[config.mk]
export PLATFORM = sky130hd
export DESIGN_NAME = dual_issue_scheduler
export DESIGN_NICKNAME = d
export VERILOG_FILES = /design/src/rtl/dual_issue_scheduler.sv
export SDC_FILE = /design/constraint.sdc
export NUM_CORES = 2
export LEC_CHECK = 0
export CAP_MARGIN = 0
export CORE_MARGIN = 3
export CORE_UTILIZATION = 50
export DETAILED_ROUTE_END_ITERATION = 7
export MAX_ROUTING_LAYER = met4
export PLACE_DENSITY = 0.74
export SETUP_SLACK_MARGIN = 0.05
export SLEW_MARGIN = 20
export SYNTH_ARGS = -nofsm -noshare
export SYNTH_HDL_FRONTEND = slang
export SYNTH_SLANG_ARGS = --single-unit
[constraint.sdc]
create_clock -name clk -period 4.4 [get_ports clk]
set_clock_uncertainty 0.05 [all_clocks]
set_input_delay 1.32 -clock clk [delete_from_list [all_inputs] [get_ports clk]]
set_output_delay 1.32 -clock clk [all_outputs]
set_load 0.05 [all_outputs]
[src/rtl/dual_issue_scheduler.sv]
// In-order dual-issue scheduler with a 128-entry latency scoreboard.
// Define ISSUE_STATS_EN to add dual/single issue and stall counters.
module dual_issue_scheduler (
    input  logic        clk,
    input  logic        reset,
    input  logic        in_valid,
    output logic        in_ready,
    input  logic        s0_valid,
    input  logic        s0_pipe,
    input  logic [6:0]  s0_ra,
    input  logic [6:0]  s0_rb,
    input  logic [6:0]  s0_rc,
    input  logic [6:0]  s0_rt,
    input  logic [2:0]  s0_use,
    input  logic        s0_wr,
    input  logic [2:0]  s0_lat,
    input  logic [31:0] s0_instr,
    input  logic        s1_valid,
    input  logic        s1_pipe,
    input  logic [6:0]  s1_ra,
    input  logic [6:0]  s1_rb,
    input  logic [6:0]  s1_rc,
    input  logic [6:0]  s1_rt,
    input  logic [2:0]  s1_use,
    input  logic        s1_wr,
    input  logic [2:0]  s1_lat,
    input  logic [31:0] s1_instr,
    input  logic        flush,
    output logic        even_valid,
    output logic        odd_valid,
    output logic [31:0] even_instr,
    output logic [31:0] odd_instr,
    output logic [6:0]  even_rt,
    output logic [6:0]  odd_rt,
    output logic        even_wr,
    output logic        odd_wr
`ifdef ISSUE_STATS_EN
    ,
    output logic [31:0] dual_issue_cnt,
    output logic [31:0] single_issue_cnt,
    output logic [31:0] stall_cnt
`endif
);

    typedef struct packed {
        logic        valid;
        logic        pipe;
        logic [6:0]  ra;
        logic [6:0]  rb;
        logic [6:0]  rc;
        logic [6:0]  rt;
        logic [2:0]  srcs;
        logic        wr;
        logic [2:0]  lat;
        logic [31:0] instr;
    } entry_t;

    entry_t     b0, b1, n0, n1, e_s0, e_s1, ev_sel, od_sel;
    logic [2:0] sb [128];
    logic       rdy0, rdy1, dep, issue0, issue1, go0, go1;
    logic       accept, ev_go, od_go;

    function automatic logic srcs_ok(input logic [2:0] u, input logic [2:0] ca,
                                     input logic [2:0] cb, input logic [2:0] cc);
        return (!u[0] || ca <= 3'd1) && (!u[1] || cb <= 3'd1) && (!u[2] || cc <= 3'd1);
    endfunction

    function automatic logic [2:0] lat_eff(input logic [2:0] l);
        return (l == 3'd0) ? 3'd1 : l;
    endfunction

    assign e_s0 = '{valid: s0_valid, pipe: s0_pipe, ra: s0_ra, rb: s0_rb, rc: s0_rc,
                    rt: s0_rt, srcs: s0_use, wr: s0_wr, lat: s0_lat, instr: s0_instr};
    assign e_s1 = '{valid: s1_valid, pipe: s1_pipe, ra: s1_ra, rb: s1_rb, rc: s1_rc,
                    rt: s1_rt, srcs: s1_use, wr: s1_wr, lat: s1_lat, instr: s1_instr};

    assign rdy0 = srcs_ok(b0.srcs, sb[b0.ra], sb[b0.rb], sb[b0.rc]);
    assign rdy1 = srcs_ok(b1.srcs, sb[b1.ra], sb[b1.rb], sb[b1.rc]);
    assign dep  = b0.wr && ((b1.srcs[0] && b1.ra == b0.rt) ||
                            (b1.srcs[1] && b1.rb == b0.rt) ||
                            (b1.srcs[2] && b1.rc == b0.rt));

    assign issue0   = b0.valid && rdy0;
    assign issue1   = issue0 && b1.valid && (b1.pipe != b0.pipe) && rdy1 && !dep;
    assign go0      = issue0 && !flush;
    assign go1      = issue1 && !flush;
    assign in_ready = !b0.valid || (issue0 && (!b1.valid || issue1));
    assign accept   = in_valid && in_ready && !flush;

    // B1 is routed to its own pipe; a same-pipe B1 never dual-issues.
    assign ev_go  = (go0 && !b0.pipe) || (go1 && !b1.pipe);
    assign od_go  = (go0 && b0.pipe) || (go1 && b1.pipe);
    assign ev_sel = (go0 && !b0.pipe) ? b0 : b1;
    assign od_sel = (go0 && b0.pipe) ? b0 : b1;

    always_comb begin
        n0 = b0;
        n1 = b1;
        if (issue1) begin
            n0.valid = 1'b0;
            n1.valid = 1'b0;
        end else if (issue0) begin
            n0 = b1;
            n1.valid = 1'b0;
        end
        if (accept) begin
            if (s0_valid) begin
                n0 = e_s0;
                n1 = e_s1;
            end else begin
                n0 = e_s1;
                n1 = '0;
            end
        end
        if (flush) begin
            n0.valid = 1'b0;
            n1.valid = 1'b0;
        end
    end

    always_ff @(posedge clk or negedge reset) begin
        if (!reset) begin
            b0 <= '0;
            b1 <= '0;
        end else begin
            b0 <= n0;
            b1 <= n1;
        end
    end

    // Later assignments override the decrement; B1 wins on a shared rt.
    always_ff @(posedge clk or negedge reset) begin
        if (!reset) begin
            for (int i = 0; i < 128; i++) sb[i] <= 3'd0;
        end else begin
            for (int i = 0; i < 128; i++) begin
                if (sb[i] != 3'd0) sb[i] <= sb[i] - 3'd1;
            end
            if (go0 && b0.wr) sb[b0.rt] <= lat_eff(b0.lat);
            if (go1 && b1.wr) sb[b1.rt] <= lat_eff(b1.lat);
        end
    end

    always_ff @(posedge clk or negedge reset) begin
        if (!reset) begin
            even_valid <= 1'b0;
            odd_valid  <= 1'b0;
            even_instr <= '0;
            odd_instr  <= '0;
            even_rt    <= '0;
            odd_rt     <= '0;
            even_wr    <= 1'b0;
            odd_wr     <= 1'b0;
        end else begin
            even_valid <= ev_go;
            odd_valid  <= od_go;
            if (ev_go) begin
                even_instr <= ev_sel.instr;
                even_rt    <= ev_sel.rt;
                even_wr    <= ev_sel.wr;
            end
            if (od_go) begin
                odd_instr <= od_sel.instr;
                odd_rt    <= od_sel.rt;
                odd_wr    <= od_sel.wr;
            end
        end
    end

`ifdef ISSUE_STATS_EN
    always_ff @(posedge clk or negedge reset) begin
        if (!reset) begin
            dual_issue_cnt   <= '0;
            single_issue_cnt <= '0;
            stall_cnt        <= '0;
        end else begin
            if (go1) dual_issue_cnt <= dual_issue_cnt + 32'd1;
            if (go0 && !go1) single_issue_cnt <= single_issue_cnt + 32'd1;
            if (b0.valid && !issue0) stall_cnt <= stall_cnt + 32'd1;
        end
    end
`endif

endmodule

==> qor.yml <==
run_status:
  run_status: "finished, violations left"
  failed_checks: "negative setup slack"
final_timing:
  whs_ns: 0.4384
  setup_ws_ns: -0.6684
  setup_viol: 1
  finalClockPeriodUsage: 1.152
setup_path:
  path_class: "flip-flop to output pin"
clocking:
  cts.repair.resized: 49
  clock-sinks: 604
  cts_root_buffer: "clkbuf_16"
  cts_tree: "done"
  cts_buffers: 74
synthesis:
  synthCells: 4577
  synth-async-reset-ratio: 1.000
  yosysWarnings: 0
  synth.area.top_cells: "dfrtp_1 (32%), mux2i_1 (24%), ha_1 (10%)"
  synth-seq-cells: 604
  edf_count: 0
  synth_top_area_share: 0.3217
  yosysTopAreaCell: "dfrtp_1"
  syn_area_per_cell_um2: 10.27
  ys_chip_area_mm2: 0.04699
finish:
  comb_share: 0.5108
  area_growth_pct: 20.07
  buffers: 659
  n_antenna_cell: 25
  n_all_inverters: 588
  mostFrequentLayoutCell: "mux2i_1"
route:
  drc: 0
  drtPass1Iterations: 7
run:
  drv_cap: 0
global_routing:
  antenna_found_initial: 26
placement:
  placed_area_mm2: 0.05357
  dpl.hpwl_um: 126300
power_and_ir_drop:
  pwr_density_cell_mw_per_mm2: 772.6
==> critical path, stage by stage, from the launching register on <==
cell,delay [ns]
dfrtp_1,0.39
nor2_1,0.46
mux4_2,0.40
a32oi_1,0.09
and4_1,0.22
a31oi_2,0.32
buf_4,0.17
o2bb2ai_1,0.08
a311oi_4,0.33
nand2_2,0.14
o21ai_4,0.27
buf_12,0.17
==> final timing paths <==
path / startpoint / endpoint / slack (ns) / cells after the start
setup / recovery: sb[329] / in_ready / -0.67 / 11
hold / removal: odd_instr[13] / odd_instr[13] / 0.44 / 1
setup reg to reg: b0[47] / b1[61] / 0.06 / 13
hold reg to reg: odd_instr[13] / odd_instr[13] / 0.44 / 1
max in group asynchronous: reset / b1[10] / 2.61 / 2
min in group asynchronous: reset / sb[12] / 0.64 / 1
==> registers in the layout, summed over array words and instances, names as in the netlist <==
signal,count
sb,384
b0,69
b1,69
even_instr,32
odd_instr,32
even_rt,7
odd_rt,7
even_valid,1
even_wr,1
odd_valid,1
odd_wr,1
==> report_power, final <==
part	switching (W)	total (W)	internal, W
logic	0.0159	0.0277	0.0118
clock network	0.00256	0.00617	0.00360
registers	0.00192	0.00973	0.00781
==> Yosys cell counts, types with 40 or more instances <==
cell / number
mux2i_1: 1137
ha_1: 384
inv_1: 576
dfrtp_1: 604
nor2_1: 307
nand2_1: 198
nand3_1: 129
xnor2_1: 144
nor3_1: 61
o21ai_0: 82
clkbuf_1: 177
buf_2: 71
a21oi_1: 40
mux4_2: 152
nand4_1: 75
mux2_2: 169
==> layer usage <==
metal  vias to the layer above  GRT usage  part of all wire
met5                         -          -                 0
met1                     19570     0.4515              0.39
met3                       582    0.08461             0.099
met2                      2094     0.5417              0.45
li1                      16760          -                 -
met4                         0     0.2010             0.067
### Supply network

Bar = 100 um. Pins as bars on the die edge.
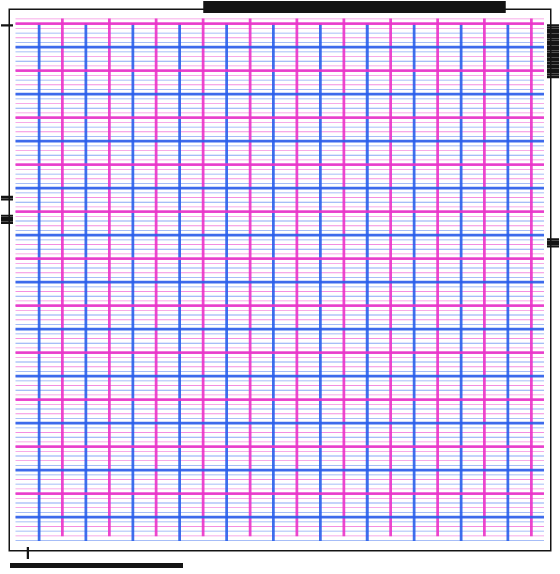
[VDD] magenta
[VSS] blue
met4 straps: 22
met1 rails: 112
rows: 111
signal pins: 225

### Placed cells, one colour a class

Bar = 100 um.
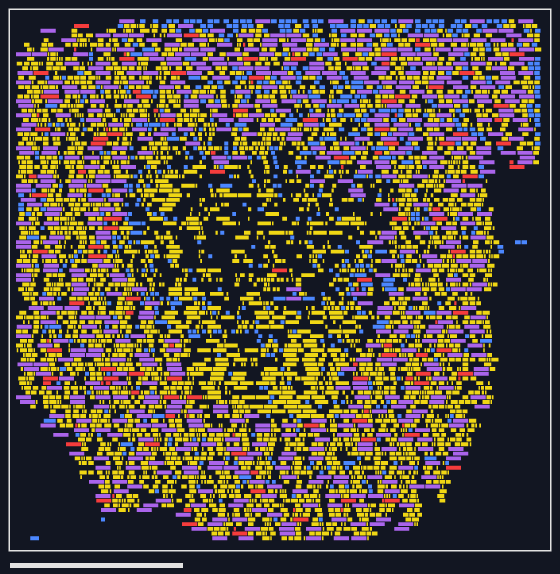
[other buffers and delay cells] blue | cells: 659 | share of their area: 11%
[clock drivers and dummy loads] red | cells: 132 | share of their area: 4.4%
[all other logic] yellow | cells: 3690 | share of their area: 57%
[flip-flops] purple | cells: 604 | share of their area: 28%

### Clock network drawn from the DEF

Bar = 100 um.
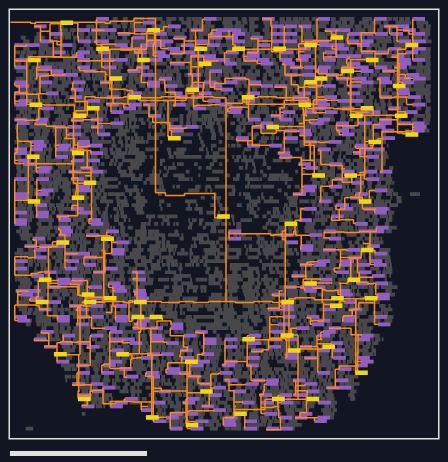
[flip-flops] purple | count: 604
[clock wires] orange | length: 8920 um
[cells driving clock nets] yellow | count: 74
routed clock nets: 75

